## config.mk

```make
export PLATFORM = sky130hd
export DESIGN_NAME = pipeline_hazard_ctrl
export DESIGN_NICKNAME = d
export VERILOG_FILES = /design/src/rtl/pipeline_ctrl_pkg.sv /design/src/rtl/pipeline_hazard_ctrl_load_use.sv /design/src/rtl/pipeline_hazard_ctrl.sv
export SDC_FILE = /design/constraint.sdc
export NUM_CORES = 1
export LEC_CHECK = 0
export CAP_MARGIN = 20
export CORE_AREA = 2 2 88 90
export DETAILED_ROUTE_END_ITERATION = 16
export DIE_AREA = 0 0 90 92
export PLACE_DENSITY = 0.78
export SYNTH_ARGS = -nofsm -noshare
export SYNTH_HDL_FRONTEND = slang
export SYNTH_SLANG_ARGS = --single-unit
```

## constraint.sdc

```tcl
create_clock -name clk -period 3.5 [get_ports clk]
set_clock_uncertainty 0.15 [all_clocks]
set_input_delay 0.35 -clock clk [delete_from_list [all_inputs] [get_ports clk]]
set_output_delay 0.35 -clock clk [all_outputs]
set_load 0.05 [all_outputs]
```

## src/rtl/pipeline_ctrl_pkg.sv

```systemverilog
// Shared types for the pipeline hazard controller: FSM states, stall reasons
// and the stage-control bundle that each stall reason maps onto.
package pipeline_ctrl_pkg;

  localparam int REG_IDX_W = 5;
  localparam logic [REG_IDX_W-1:0] X0 = '0;

  typedef enum logic {
    RUN      = 1'b0,
    MEM_WAIT = 1'b1
  } state_e;

  typedef enum logic [1:0] {
    NONE     = 2'd0,
    MEM      = 2'd1,
    MISPRED  = 2'd2,
    LOAD_USE = 2'd3
  } stall_reason_e;

  typedef struct packed {
    logic pc_en;
    logic ifid_en;
    logic ifid_flush;
    logic idex_en;
    logic idex_flush;
    logic exmem_en;
    logic redirect;
  } ctrl_t;

  // Map the winning hazard onto the register enables and flushes.
  function automatic ctrl_t ctrl_for(input stall_reason_e reason);
    ctrl_t c;
    c = '{pc_en: 1'b1, ifid_en: 1'b1, ifid_flush: 1'b0, idex_en: 1'b1,
          idex_flush: 1'b0, exmem_en: 1'b1, redirect: 1'b0};
    case (reason)
      MEM:      c = '0;
      MISPRED:  c = '1;
      LOAD_USE: c = '{pc_en: 1'b0, ifid_en: 1'b0, ifid_flush: 1'b0, idex_en: 1'b1,
                      idex_flush: 1'b1, exmem_en: 1'b1, redirect: 1'b0};
      default:  ;
    endcase
    return c;
  endfunction

endpackage

```

## src/rtl/pipeline_hazard_ctrl_load_use.sv

```systemverilog
// Load-use comparator: the instruction in IF/ID reads the register that the
// load currently in ID/EX has not yet produced. Writes to x0 never hazard.
module load_use_detect
  import pipeline_ctrl_pkg::*;
(
  input  logic [REG_IDX_W-1:0] ifid_rs1,
  input  logic [REG_IDX_W-1:0] ifid_rs2,
  input  logic                 ifid_uses_rs1,
  input  logic                 ifid_uses_rs2,
  input  logic [REG_IDX_W-1:0] idex_rd,
  input  logic                 idex_mem_read,
  output logic                 load_use
);

  logic rs1_hit;
  logic rs2_hit;

  assign rs1_hit  = ifid_uses_rs1 && (ifid_rs1 == idex_rd);
  assign rs2_hit  = ifid_uses_rs2 && (ifid_rs2 == idex_rd);
  assign load_use = idex_mem_read && (idex_rd != X0) && (rs1_hit || rs2_hit);

endmodule

```

## src/rtl/pipeline_hazard_ctrl.sv

```systemverilog
// Stall/flush sequencer for the 5-stage pipeline: memory-wait FSM with
// timeout, mispredict flush, load-use bubble, and saturating perf counters.
module pipeline_hazard_ctrl
  import pipeline_ctrl_pkg::*;
#(
  parameter int MEM_TIMEOUT = 16,
  parameter int CNT_W       = 32
) (
  input  logic                 clk,
  input  logic                 rst,
  input  logic [REG_IDX_W-1:0] ifid_rs1,
  input  logic [REG_IDX_W-1:0] ifid_rs2,
  input  logic                 ifid_uses_rs1,
  input  logic                 ifid_uses_rs2,
  input  logic [REG_IDX_W-1:0] idex_rd,
  input  logic                 idex_mem_read,
  input  logic                 ex_mispredict,
  input  logic                 exmem_mem_req,
  input  logic                 dmem_ack,
  output logic                 pc_en,
  output logic                 ifid_en,
  output logic                 ifid_flush,
  output logic                 idex_en,
  output logic                 idex_flush,
  output logic                 exmem_en,
  output logic                 redirect,
  output logic                 mem_timeout_err,
  output logic [CNT_W-1:0]     stall_cycles,
  output logic [CNT_W-1:0]     flush_events
);

  localparam int WAIT_W = (MEM_TIMEOUT > 1) ? $clog2(MEM_TIMEOUT) : 1;
  localparam logic [WAIT_W-1:0] WAIT_LAST = WAIT_W'(MEM_TIMEOUT - 1);

  state_e            state;
  state_e            state_next;
  logic [WAIT_W-1:0] wait_cnt;
  logic [WAIT_W-1:0] wait_cnt_next;
  logic              timeout_hit;
  logic              mem_stall;
  logic              load_use;
  stall_reason_e     reason;
  ctrl_t             ctrl;

  load_use_detect u_load_use (
    .ifid_rs1      (ifid_rs1),
    .ifid_rs2      (ifid_rs2),
    .ifid_uses_rs1 (ifid_uses_rs1),
    .ifid_uses_rs2 (ifid_uses_rs2),
    .idex_rd       (idex_rd),
    .idex_mem_read (idex_mem_read),
    .load_use      (load_use)
  );

  // NOTE: every signal written here gets a default first, so no path can
  // leave it unassigned and infer a latch.
  always_comb begin
    state_next    = state;
    wait_cnt_next = wait_cnt;
    timeout_hit   = 1'b0;
    mem_stall     = 1'b0;
    case (state)
      RUN: begin
        // A same-cycle ack is a zero-wait access and never leaves RUN.
        mem_stall = exmem_mem_req && !dmem_ack;
        if (mem_stall) begin
          state_next    = MEM_WAIT;
          wait_cnt_next = '0;
        end
      end
      MEM_WAIT: begin
        timeout_hit = !dmem_ack && (wait_cnt == WAIT_LAST);
        mem_stall   = !dmem_ack && !timeout_hit;
        if (dmem_ack || timeout_hit) state_next = RUN;
        else                         wait_cnt_next = wait_cnt + WAIT_W'(1);
      end
      default: state_next = RUN;
    endcase
  end

  always_comb begin
    if (mem_stall)          reason = MEM;
    else if (ex_mispredict) reason = MISPRED;
    else if (load_use)      reason = LOAD_USE;
    else                    reason = NONE;
  end

  // Reset must force the stage controls low at once, not at the next edge.
  assign ctrl = rst ? ctrl_for(reason) : '0;

  assign pc_en      = ctrl.pc_en;
  assign ifid_en    = ctrl.ifid_en;
  assign ifid_flush = ctrl.ifid_flush;
  assign idex_en    = ctrl.idex_en;
  assign idex_flush = ctrl.idex_flush;
  assign exmem_en   = ctrl.exmem_en;
  assign redirect   = ctrl.redirect;

  // NOTE: state registers use non-blocking assignments so every flop samples
  // the pre-edge values regardless of process ordering.
  always_ff @(posedge clk or negedge rst) begin
    if (!rst) begin
      state           <= RUN;
      wait_cnt        <= '0;
      mem_timeout_err <= 1'b0;
    end else begin
      state    <= state_next;
      wait_cnt <= wait_cnt_next;
      if (timeout_hit) mem_timeout_err <= 1'b1;
    end
  end

  always_ff @(posedge clk or negedge rst) begin
    if (!rst) begin
      stall_cycles <= '0;
      flush_events <= '0;
    end else begin
      if (!ctrl.pc_en && (stall_cycles != '1)) stall_cycles <= stall_cycles + CNT_W'(1);
      if (ctrl.redirect && (flush_events != '1)) flush_events <= flush_events + CNT_W'(1);
    end
  end

endmodule

```

### Local utilization

The die is cut into 9 by 9 equal tiles; white is low, dark blue is high, 0 to 100% covered.
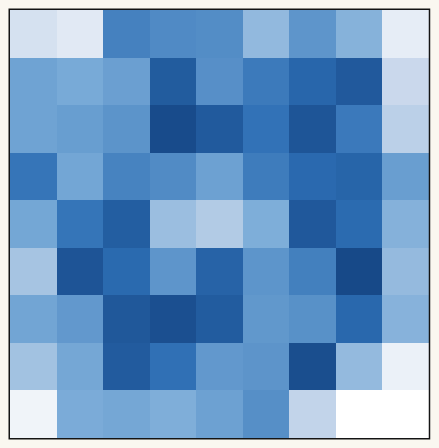
26% of the tiles are over 75% full. 2.5% of the tiles are nearly empty. The fullest tile reaches 90%. The emptiest ninth of the die: lower right. The mean over all tiles is 57%.
FP Util: 0.479
Post-Route Utilization: 0.655

### Ports around the boundary

Scale bar: 20 um. Pins as bars across the die edge, other pins in grey.
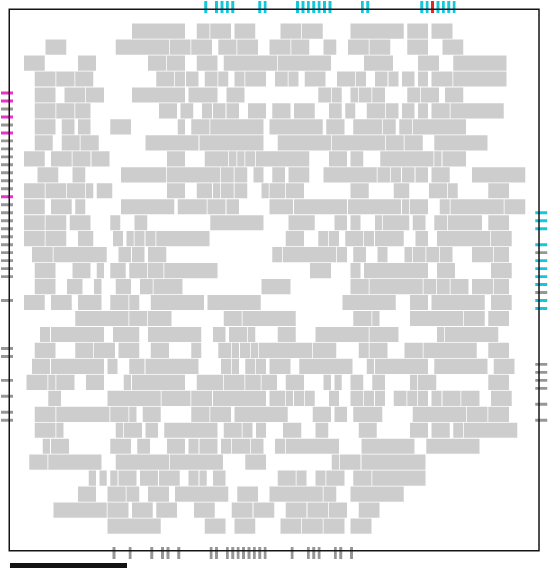
`clk`: shown in red, pins 1, direction input, edge top. `idex_rd`: shown in magenta, pins 5, direction input, edge left. `stall_cycles`: shown in cyan, pins 32, direction output, edge 22 top, 10 right.
All pins by edge: 31 left, 23 top, 23 bottom, 18 right.
Die X: 90 um
Port Buffers: 94
Die Height: 92 um

### Sizing map

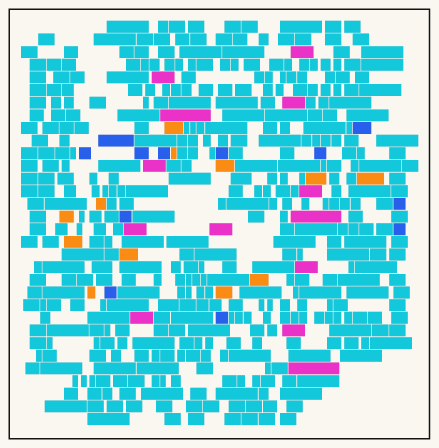
_2 cells: shown in orange, cells 12, share 2.7%. _3 and _4 cells: shown in blue, cells 12, share 2.7%. _6 and larger: shown in magenta, cells 13, share 2.9%. _0 and _1 cells: shown in cyan, cells 407, share 92%.
fin area: 4880 um2
Layout area overhead: 36.7%

### Zoomed window

Region (58, 59) to (78, 79) um. Cells in grey, sequential cells in the stronger grey; small squares are vias.
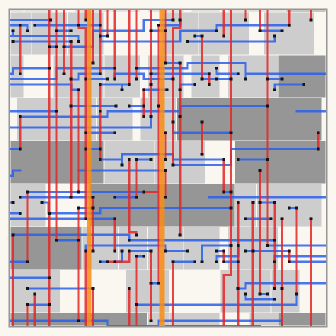
metal 4: shown in orange. metal 2: shown in red. metal 1: shown in blue.
Most frequent: nand4_1 (7), xnor2_1 (7), dfrtp_1 (4). 32 logic cells have their middle in the window. Netlist names of flops here include `stall_cycles` (4). Sequential cells in the window: 4.

[registers in the layout, summed over array words and instances, names as in the netlist]
register,count
flush_events,32
mem_timeout_err,1
wait_cnt,4
state,1
stall_cycles,32
[routing by layer]
metal	wire length, um	up-vias	part of all wire
met5	0	-	0
met4	74	0	0.0092
met3	360	4	0.045
met2	3910	69	0.49
met1	3670	1429	0.46
li1	-	1413	-
[layout by cell type (no fill, tap or decap), types with 2 or more instances in the layout]
master           count
and2_1               2
nor4_1               4
nand2_1             16
or3_1                2
nand4_1             23
xnor2_1             40
buf_4                8
inv_1                5
dfrtp_1             70
nor3_1              12
ha_1                 3
nor2_1              13
bufinv_16            3
clkbuf_8            10
clkdlybuf4s50_1     91
o21ai_0              4
xor2_1              28
a21oi_1              2
nor2b_1              3
mux2_2               5
and4_1              10
nand3_1             36
a22o_1               4
and3_1              23
[cells in the mapped netlist, drive strengths merged (2+ instances only)]
cell type,instances,area share
o31ai,2,0.0081
nand3,36,0.050
clkbuf,8,0.0084
and4,10,0.025
and2,3,0.0053
or4,2,0.0053
xnor2,41,0.10
nor4,5,0.011
nor2,13,0.014
nor2b,3,0.0053
nand2,16,0.017
nand4,23,0.040
xor2,28,0.069
dfrtp,70,0.49
o21ai,4,0.0056
a22o,4,0.0098
inv,6,0.0063
buf,3,0.0063
ha,3,0.011
mux2,5,0.016
nor3,12,0.017
a21oi,2,0.0028
and3,23,0.040
or3,2,0.0035
[logic make-up (layout without fill, tap and decap cells)]
family,after synthesis,count (layout),share of synthesized area
AND/OR/NAND/NOR,154,154,0.246
AND-OR/OR-AND,20,20,0.0442
flip-flops,70,70,0.491
buffers and inverters,17,123,0.0210
adder cells (fa/ha/maj),3,3,0.0105
multiplexers,5,5,0.0158
XOR/XNOR,69,69,0.171
[power by group through the flow]
stage,Sequential (mW),Combinational [mW],Clock [mW]
after global placement,1.05,0.786,0
after global routing,1.06,0.839,0.849
final,1.04,0.794,0.803
after detailed placement,1.05,0.800,0
after CTS,1.04,0.802,0.817
after floorplan,1.34,0.207,0
[worst paths after layout]
| path | startpoint | end | slack, ns | cells after the start |
|---|---|---|---|---|
| worst min register to register | mem_timeout_err | mem_timeout_err | 0.34 | 1 |
| worst max-delay path | state | idex_flush | 0.43 | 5 |
| worst min-delay path | rst | mem_timeout_err | 0.20 | 2 |
| max in group asynchronous | rst | flush_events[21] | 1.96 | 3 |
| worst max register to register | wait_cnt[0] | stall_cycles[8] | 0.93 | 8 |
| min in group clk | mem_timeout_err | mem_timeout_err | 0.34 | 1 |
[area by class of cell]
type,instances,share of cell area
Multi-Input combinational cell,251,0.357
Clock buffer,11,0.0290
Timing Repair Buffer,101,0.202
Inverter,6,0.00462
Sequential cell,70,0.359
Clock inverter,5,0.0218
Tap cell,102,0.0262
==> run notes <==
run results: outcome=complete, no violations, # rows=32, NetSw=0.949 mW, setup TNS=0 ns, layout cells sized above 1=0.0833, grt total ovfl=0, delay-heaviest family, CP=buffers and inverters, H-tree depth=3, Worst slew margin=0.421, DR vias=2,915, Int Power=1.69 mW, CP bufs+invs=1, cycle use final=0.878, max-slew violations=0, setup ws final=0.427 ns, Inst Count DP=529, Startpoint Class=register, largest net degree at the start of global routing=70, die footprint=8280 um2, Sw Share=0.360, CP endpoint kind=output port, post-cts repair resize count=0, initial antenna violation count=0, Post-synth regs=70, highest net fanout along the worst path=8, grt met2 use=0.328, Insertion Delay late pin=0.35 ns, GRT Total Usage=0.206, Reg clk slew, reported paths=0.07 ns, unrepaired setup endpoints after global routing=no, core box area=7450 um2, crit-path max cell delay=0.80 ns, count of library flops with an enable pin=0, Starting DRT DRC Count=112, Ports=95, Netlist cell types=44, GPL Wtd Cong=0.808, Chip Area, Yosys=3570 um2, first-pass iteration count of the detailed router=4, WL per Instance=14.7 um, Max Fclk=0.325 GHz, DRC errors left=0, crit-path cells=o21bai_1, or2_2, and2_1, o21a_1, clkdlybuf4s50_1, yosys cell count=338, CTS Buffer Depth=2, worst min path class=in -> async, Global Route met3 Usage=0.0452, Period minus WS final=3.07 ns, warnings from Yosys=0, most used routing layer=met2, Worst Tran Pin Value=0.869 ns, first-pass GRT wire length=13.9 mm, kind of critical path=reg -> out, Critical Path AT=2.57 ns, dpl cell area=4620 um2, cts bufs inserted=9, Hold Slack=0.196 ns, sequential power share=0.394, floorplan net count=364, Final Setup Violations=0, Max Cap Viol=0, layout filler cell count=613, number of global-route vias before repair=2,986, Leak=2.09 nW, Synth Instances=338, VDD IR max=0.000330 V, slowest CP cell=clkdlybuf4s50_1, vias per cell=5.34, Dominant flop cell=dfrtp_1, combinational power share=0.301, post-CTS setup buffers=0, CTS tree=yes, diode count=0, DPL Wire Length=5.76 mm, Clk pwr share=0.305, CTS Sinks=70, Final Hold Fails=0, hold_buf cts=1, Finished Layout Cells=546, Syn Area/Cell=10.6 um2, Netlist Area Pre-Place=3570 um2, Pwr Total=2.64 mW, fraction of registers with async set/reset=1.00, GR Util met1=0.275, multi-input logic area=1740 um2, CTS Root Cell=clkbuf_8, tool warnings=26, pre-CTS setup slack=0.445 ns, remaining antenna violation count=0, Synth Seq Share=0.491, crit path DRT=3.00 ns, final wirelength=8.01 mm, final net count=465, pwr dens=541 nW/um2, FF+latch area=1750 um2
Power figures rest on the tool's default switching activity, not on a simulated workload.
